--- src/rtl/ex_muldiv_pkg.sv ---
// Shared encodings, state type and special-case constants for the RV32M
// multiply/divide unit.
package md_pkg;

  localparam int XLEN = 32;

  typedef enum logic [2:0] {
    MD_MUL    = 3'd0,
    MD_MULH   = 3'd1,
    MD_MULHSU = 3'd2,
    MD_MULHU  = 3'd3,
    MD_DIV    = 3'd4,
    MD_DIVU   = 3'd5,
    MD_REM    = 3'd6,
    MD_REMU   = 3'd7
  } md_funct_t;

  typedef enum logic [1:0] {
    MD_IDLE = 2'd0,
    MD_BUSY = 2'd1,
    MD_DONE = 2'd2
  } md_state_t;

  localparam logic [XLEN-1:0] MD_DIV0_Q       = '1;
  localparam logic [XLEN-1:0] MD_OVF_DIVIDEND = 32'h8000_0000;

endpackage

--- src/rtl/ex_muldiv_if.sv ---
// Execute-stage request/response bundle between the pipeline and ex_muldiv.
interface ex_muldiv_if;
  import md_pkg::*;

  // md_start is a level request held by the ID/EX register; the unit keeps
  // mult_stall high until the op completes, then md_result_valid stays high
  // while in DONE and drops one cycle after pipe_hold is released.
  logic            md_start;
  logic [2:0]      md_funct;
  logic [XLEN-1:0] md_op1;
  logic [XLEN-1:0] md_op2;
  logic            pipe_hold;
  logic            md_flush;
  logic            mult_stall;
  logic [XLEN-1:0] md_result;
  logic            md_result_valid;

  modport master (
    output md_start, md_funct, md_op1, md_op2, pipe_hold, md_flush,
    input  mult_stall, md_result, md_result_valid
  );

  modport slave (
    input  md_start, md_funct, md_op1, md_op2, pipe_hold, md_flush,
    output mult_stall, md_result, md_result_valid
  );

endinterface

--- src/rtl/md_step.sv ---
// One iteration of radix-2 shift-add multiply or restoring shift-subtract
// divide over a shared 64-bit accumulator.
module md_step #(
  parameter int XLEN = 32
) (
  input  logic              is_div,
  input  logic [2*XLEN-1:0] acc_in,
  input  logic [XLEN-1:0]   opnd,
  output logic [2*XLEN-1:0] acc_out
);

  logic [XLEN:0] sum;
  logic [XLEN:0] rem_sh;
  logic [XLEN:0] trial;

  // Divide keeps {remainder, dividend->quotient}; multiply keeps {high, multiplier->low}.
  always_comb begin
    acc_out = '0;
    sum     = '0;
    rem_sh  = '0;
    trial   = '0;
    if (is_div) begin
      rem_sh = acc_in[2*XLEN-1:XLEN-1];
      trial  = rem_sh - {1'b0, opnd};
      if (trial[XLEN]) acc_out = {rem_sh[XLEN-1:0], acc_in[XLEN-2:0], 1'b0};
      else             acc_out = {trial[XLEN-1:0],  acc_in[XLEN-2:0], 1'b1};
    end else begin
      sum     = {1'b0, acc_in[2*XLEN-1:XLEN]} + (acc_in[0] ? {1'b0, opnd} : '0);
      acc_out = {sum, acc_in[XLEN-1:1]};
    end
  end

endmodule

--- src/rtl/ex_muldiv.sv ---
// Multi-cycle RV32M multiply/divide unit: latches operand magnitudes, iterates
// one bit per cycle, applies sign correction and holds the result in DONE.
module ex_muldiv #(
  parameter int XLEN      = 32,
  parameter bit EARLY_OUT = 1'b1
) (
  input  logic              clk,
  input  logic              cpurst_n,
  ex_muldiv_if.slave        md,
  output md_pkg::md_state_t dbg_state
);
  import md_pkg::*;

  md_state_t         state, state_d;
  logic [4:0]        count;
  logic [2*XLEN-1:0] acc, acc_step, prod;
  logic [XLEN-1:0]   opnd, result_q, q_fix, r_fix, fin_res, early_res, a1, a2;
  logic [2:0]        funct_q;
  logic              neg_q, neg_in, start_op, stall;
  logic              s1, s2, op1_signed, op2_signed, div_zero, div_ovf, early;

  md_funct_t f;
  assign f = md_funct_t'(md.md_funct);

  always_comb begin
    op1_signed = (f == MD_MULH) || (f == MD_MULHSU) || (f == MD_DIV) || (f == MD_REM);
    op2_signed = (f == MD_MULH) || (f == MD_DIV) || (f == MD_REM);
    s1 = op1_signed & md.md_op1[XLEN-1];
    s2 = op2_signed & md.md_op2[XLEN-1];
    a1 = s1 ? (~md.md_op1 + 1'b1) : md.md_op1;
    a2 = s2 ? (~md.md_op2 + 1'b1) : md.md_op2;
    div_zero = (md.md_op2 == '0);
    div_ovf  = ((f == MD_DIV) || (f == MD_REM)) &&
               (md.md_op1 == MD_OVF_DIVIDEND) && (md.md_op2 == '1);
    // A zero divisor makes the quotient all-ones regardless of operand signs.
    case (f)
      MD_MULH:   neg_in = s1 ^ s2;
      MD_MULHSU: neg_in = s1;
      MD_DIV:    neg_in = (s1 ^ s2) & ~div_zero;
      MD_REM:    neg_in = s1;
      default:   neg_in = 1'b0;
    endcase
    early     = EARLY_OUT && f[2] && (div_zero || div_ovf);
    early_res = div_zero ? (f[1] ? md.md_op1 : MD_DIV0_Q)
                         : (f[1] ? '0 : MD_OVF_DIVIDEND);
  end

  md_step #(.XLEN(XLEN)) u_step (
    .is_div  (funct_q[2]),
    .acc_in  (acc),
    .opnd    (opnd),
    .acc_out (acc_step)
  );

  always_comb begin
    prod  = neg_q ? (~acc_step + 1'b1) : acc_step;
    q_fix = neg_q ? (~acc_step[XLEN-1:0] + 1'b1) : acc_step[XLEN-1:0];
    r_fix = neg_q ? (~acc_step[2*XLEN-1:XLEN] + 1'b1) : acc_step[2*XLEN-1:XLEN];
    case (md_funct_t'(funct_q))
      MD_MUL:                      fin_res = prod[XLEN-1:0];
      MD_MULH, MD_MULHSU, MD_MULHU: fin_res = prod[2*XLEN-1:XLEN];
      MD_DIV, MD_DIVU:             fin_res = q_fix;
      default:                     fin_res = r_fix;
    endcase
  end

  always_comb begin
    state_d  = state;
    start_op = 1'b0;
    stall    = 1'b0;
    case (state)
      MD_IDLE: begin
        if (md.md_start && !md.md_flush) begin
          stall    = 1'b1;
          start_op = 1'b1;
          state_d  = early ? MD_DONE : MD_BUSY;
        end
      end
      MD_BUSY: begin
        stall = 1'b1;
        if (md.md_flush)        state_d = MD_IDLE;
        else if (count == 5'd0) state_d = MD_DONE;
      end
      MD_DONE: begin
        if (md.md_flush || !md.pipe_hold) state_d = MD_IDLE;
      end
      default: state_d = MD_IDLE;
    endcase
  end

  always_ff @(posedge clk) begin
    if (!cpurst_n) begin
      state    <= MD_IDLE;
      count    <= '0;
      acc      <= '0;
      opnd     <= '0;
      funct_q  <= '0;
      neg_q    <= 1'b0;
      result_q <= '0;
    end else begin
      state <= state_d;
      if (start_op) begin
        funct_q <= md.md_funct;
        neg_q   <= neg_in;
        count   <= 5'(XLEN - 1);
        opnd    <= f[2] ? a2 : a1;
        acc     <= {{XLEN{1'b0}}, (f[2] ? a1 : a2)};
        if (early) result_q <= early_res;
      end else if (state == MD_BUSY && !md.md_flush) begin
        acc <= acc_step;
        if (count != 5'd0) count    <= count - 5'd1;
        else               result_q <= fin_res;
      end
    end
  end

  assign md.mult_stall      = stall;
  assign md.md_result       = result_q;
  assign md.md_result_valid = (state == MD_DONE);
  assign dbg_state          = state;

endmodule

--- src/flat_wrapper.sv ---
// flat-port wrapper written by rule: the top's interface ports become plain ports
module ex_muldiv_flat import md_pkg::*;
#(
  parameter int XLEN      = 32,
  parameter bit EARLY_OUT = 1'b1
)
  (clk, cpurst_n, dbg_state, md_md_start, md_md_funct, md_md_op1, md_md_op2, md_pipe_hold, md_md_flush, md_mult_stall, md_md_result, md_md_result_valid);
  ex_muldiv_if md_i ();
  input  logic clk;
  input  logic cpurst_n;
  output md_pkg::md_state_t dbg_state;
  input wire logic [$bits(md_i.md_start)-1:0] md_md_start;
  input wire logic [$bits(md_i.md_funct)-1:0] md_md_funct;
  input wire logic [$bits(md_i.md_op1)-1:0] md_md_op1;
  input wire logic [$bits(md_i.md_op2)-1:0] md_md_op2;
  input wire logic [$bits(md_i.pipe_hold)-1:0] md_pipe_hold;
  input wire logic [$bits(md_i.md_flush)-1:0] md_md_flush;
  output wire logic [$bits(md_i.mult_stall)-1:0] md_mult_stall;
  output wire logic [$bits(md_i.md_result)-1:0] md_md_result;
  output wire logic [$bits(md_i.md_result_valid)-1:0] md_md_result_valid;
  assign md_i.md_start = md_md_start;
  assign md_i.md_funct = md_md_funct;
  assign md_i.md_op1 = md_md_op1;
  assign md_i.md_op2 = md_md_op2;
  assign md_i.pipe_hold = md_pipe_hold;
  assign md_i.md_flush = md_md_flush;
  assign md_mult_stall = md_i.mult_stall;
  assign md_md_result = md_i.md_result;
  assign md_md_result_valid = md_i.md_result_valid;
  ex_muldiv #(.XLEN(XLEN), .EARLY_OUT(EARLY_OUT)) u_core (.clk(clk), .cpurst_n(cpurst_n), .md(md_i), .dbg_state(dbg_state));
endmodule
--- config.mk ---
export PLATFORM = sky130hd
export DESIGN_NAME = ex_muldiv_flat
export DESIGN_NICKNAME = d
export VERILOG_FILES = /design/src/rtl/ex_muldiv_pkg.sv /design/src/rtl/ex_muldiv_if.sv /design/src/rtl/md_step.sv /design/src/rtl/ex_muldiv.sv /design/src/flat_wrapper.sv
export SDC_FILE = /design/constraint.sdc
export NUM_CORES = 1
export LEC_CHECK = 0
export CAP_MARGIN = 20
export CORE_ASPECT_RATIO = 0.8
export CORE_MARGIN = 10
export CORE_UTILIZATION = 55
export DETAILED_ROUTE_END_ITERATION = 6
export DONT_BUFFER_PORTS = 1
export PLACE_DENSITY = 0.72
export SLEW_MARGIN = 10
export SYNTH_ARGS = -nofsm -noshare
export SYNTH_HDL_FRONTEND = slang
export SYNTH_HIERARCHICAL = 1
export SYNTH_SLANG_ARGS = --single-unit
--- constraint.sdc ---
create_clock -name clk -period 5.7 [get_ports clk]
set_input_delay 1.14 -clock clk [delete_from_list [all_inputs] [get_ports clk]]
set_output_delay 1.14 -clock clk [all_outputs]
set_load 0.1 [all_outputs]
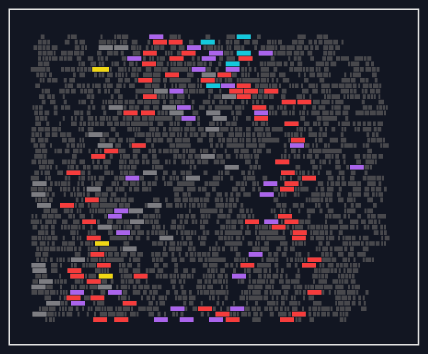
Fig. 1. Register map, names as in the netlist.
Drawn at 2 px/µm. Other sequential cells in the stronger grey, the rest of the logic in the fainter grey.
netlist name	colour	placed flops
`u_core/opnd`	purple	32
`u_core/acc`	red	64
`u_core/funct_q`	yellow	3
`u_core/count`	cyan	5

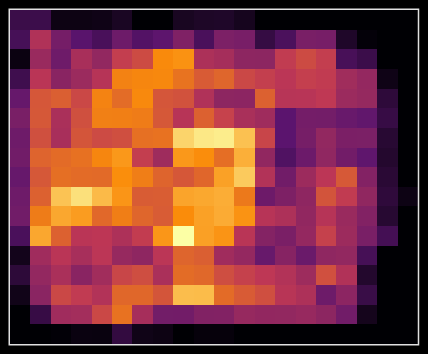
Fig. 2. Wiring heat map.
Drawn at 2 px/µm. The die is cut into 20 by 17 equal tiles; black is low, pale yellow is high, scaled to the fullest tile. Values are wire area over tile area, all layers added.
fullest tile	0.80
mean over tiles	0.32
densest ninth of the die	centre

==> changes_impl.md <==
## Flow update

- Grt met2 use: 0.491
- Synth area leaders: dfxtp_1, nand2_1, a21oi_1
- Most frequent cell after synthesis: nand2_1
- Area fraction in compound gates: 0.292
- Place WS: just under 200 ps
- Logic area: about 11000 µm²
- Comb pwr share: 0.374
- CP top delay family: simple AND/OR/NAND/NOR gates
- Mean Syn Cell Area: around 7.1 µm²
- Cts hold-fix bufs: 0
- Global route overflow: 0
- H-Tree Depth: 4
- Crit-path slowest cell: or4_4
- Setup Buffers After CTS: 0
- Most frequent cells in the layout: nand2_1, a21oi_1, nor2_1
- Static leakage: 6.14 nW
- Worst min path class: reg2reg
- Setup crit start: u_core/acc[31]
- Final slew viol count: 0
- Status: completed
- CTS buffer count: 17
- Antenna Nets Post-Route: 0
- Grt met3 use: 0.119
- Logic power comb: ~0.0013 W
- GR Util met1: 0.469
- Yosys Instances: 2093
- RR Startpoint: u_core/acc[31]
- Non-CTS buffers: ~93
- Synthesis Warnings: 6
- Inverter count: 75
- Chip area: about 34000 µm²
- Final worst setup slack: 183 ps
- Synth Area in Adders: 0.0624
- P_sw: 0.00139 W
- Fill cells: around 2500
- Most used cell, CP: or4_4
- WP depth: 18
- Late-Pin Clk Latency: between 400 and 500 ps
- Top reg by flops: u_core/acc
- Critical path buffers and inverters: 1
- Critical Path Sink: u_core/md.md_result[5]
- Simple Share, Synth: 0.248
- Yosys reg bits: roughly 140
- WP data arrival: just under 6000 ps
- Root Driver: clkbuf_16
- Crit-path cells: inv_1 > ha_1 > fa_1 > nand2b_1 > a21oi_1 > o21ai_1 > o21ai_2 > a31oi_4 > a21oi_4 > xnor2_4 > a21oi_1 > or4_4 > or4_4 > or4_4 > nor2_1 > nor3_1 > a311oi_2 > o2bb2ai_1
- Routed met2 length: ~25 mm
- Clock-cell share of area: 0.0340
- WL final: around 60 mm
- Initial antenna violation count: 2
- Top FF cell, synth: dfxtp_1
- Tap Cells: 357
- Sequential share of cell area: 0.173
- CP peak stage delay: around 600 ps
- CP Class: reg2reg
- N_diodes: 2
- Mux cell area share: 0.0541
- Internal: approximately 0.0021 W
- Vias per cell: about 7
- Comb_multi_in: around 1700
- Sink Count: around 140
- IO Port Bufs: 0
- GRT Overall Usage: 0.343
- Chip area in the Yosys report: 14900 µm²
- Number of top-level pins: 108
- Leading cell kind: logic gates
- Final cell count without fillers: between 2000 and 2500
- WHS Endpoint: u_core/opnd[29]
- Net Sw Frac: 0.397
- Netlist Area Pre-Place: ~15000 µm²
- Routability cong.: between 1 and 1.5
- Final instance area: between 15000 and 20000 µm²
- M1 wire length: around 25 mm
- Dpl cell area: approximately 15000 µm²
- Die X: 204 µm
- Sequential fraction of the synthesis area: 0.187
- Seq pwr share: 0.317
- Clock share of power: 0.310
- Die H: between 150 and 200 µm
- Reg2reg setup slack: around 180 ps
- MaxCap Viol Count: 0
- Hold_ws: 481 ps
- Pin count of the biggest net entering global routing: between 60 and 70
- Netlist cell types: ~95
- Fin crit share: 0.968
- Fp util: 0.562
- Non-clock buffer share: 0.0439
- Top cell excl fill/tap: nand2_1
- Clock transition at path regs: about 70 ps
- Slew margin rel.: 0.212
- Layout cell share with drive strength beyond 1: 0.107
- First-pass GRT wire length: 92.5 mm
- Final core utilization: 0.609
- Hold Path Origin: u_core/opnd[29]
- Row count: between 50 and 60
- Crit-path max FO: 8
- Post-layout net count: roughly 2200
- WP data required: about 6000 ps
- Wirelength per Cell: around 25 µm
- Metal3 WL: about 8.9 mm
- Post-synth ARST share: 0
- Worst vdd ir: 0.166 mV
- Total Neg Setup Slack: 0 ps
- DP Wirelength: about 47 mm
- Top post-synthesis cells by count: nand2_1, a21oi_1, nor2_1, dfxtp_1, o21ai_0
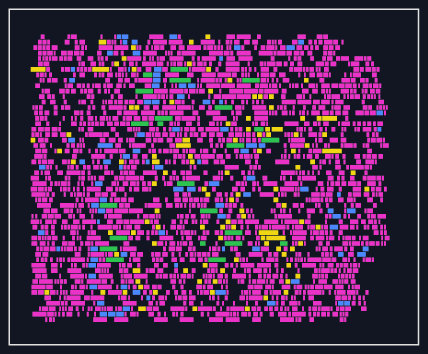
Fig. 3. Cells by drive strength.
Drawn at 2 px/µm.
size	colour	cells	most used
_2 cells	blue	90	mux2_2
_6 and larger	green	23	clkbuf_16
_0 and _1 cells	magenta	1847	nand2_1
_3 and _4 cells	yellow	109	buf_4

Power and IR drop assume default switching activity.
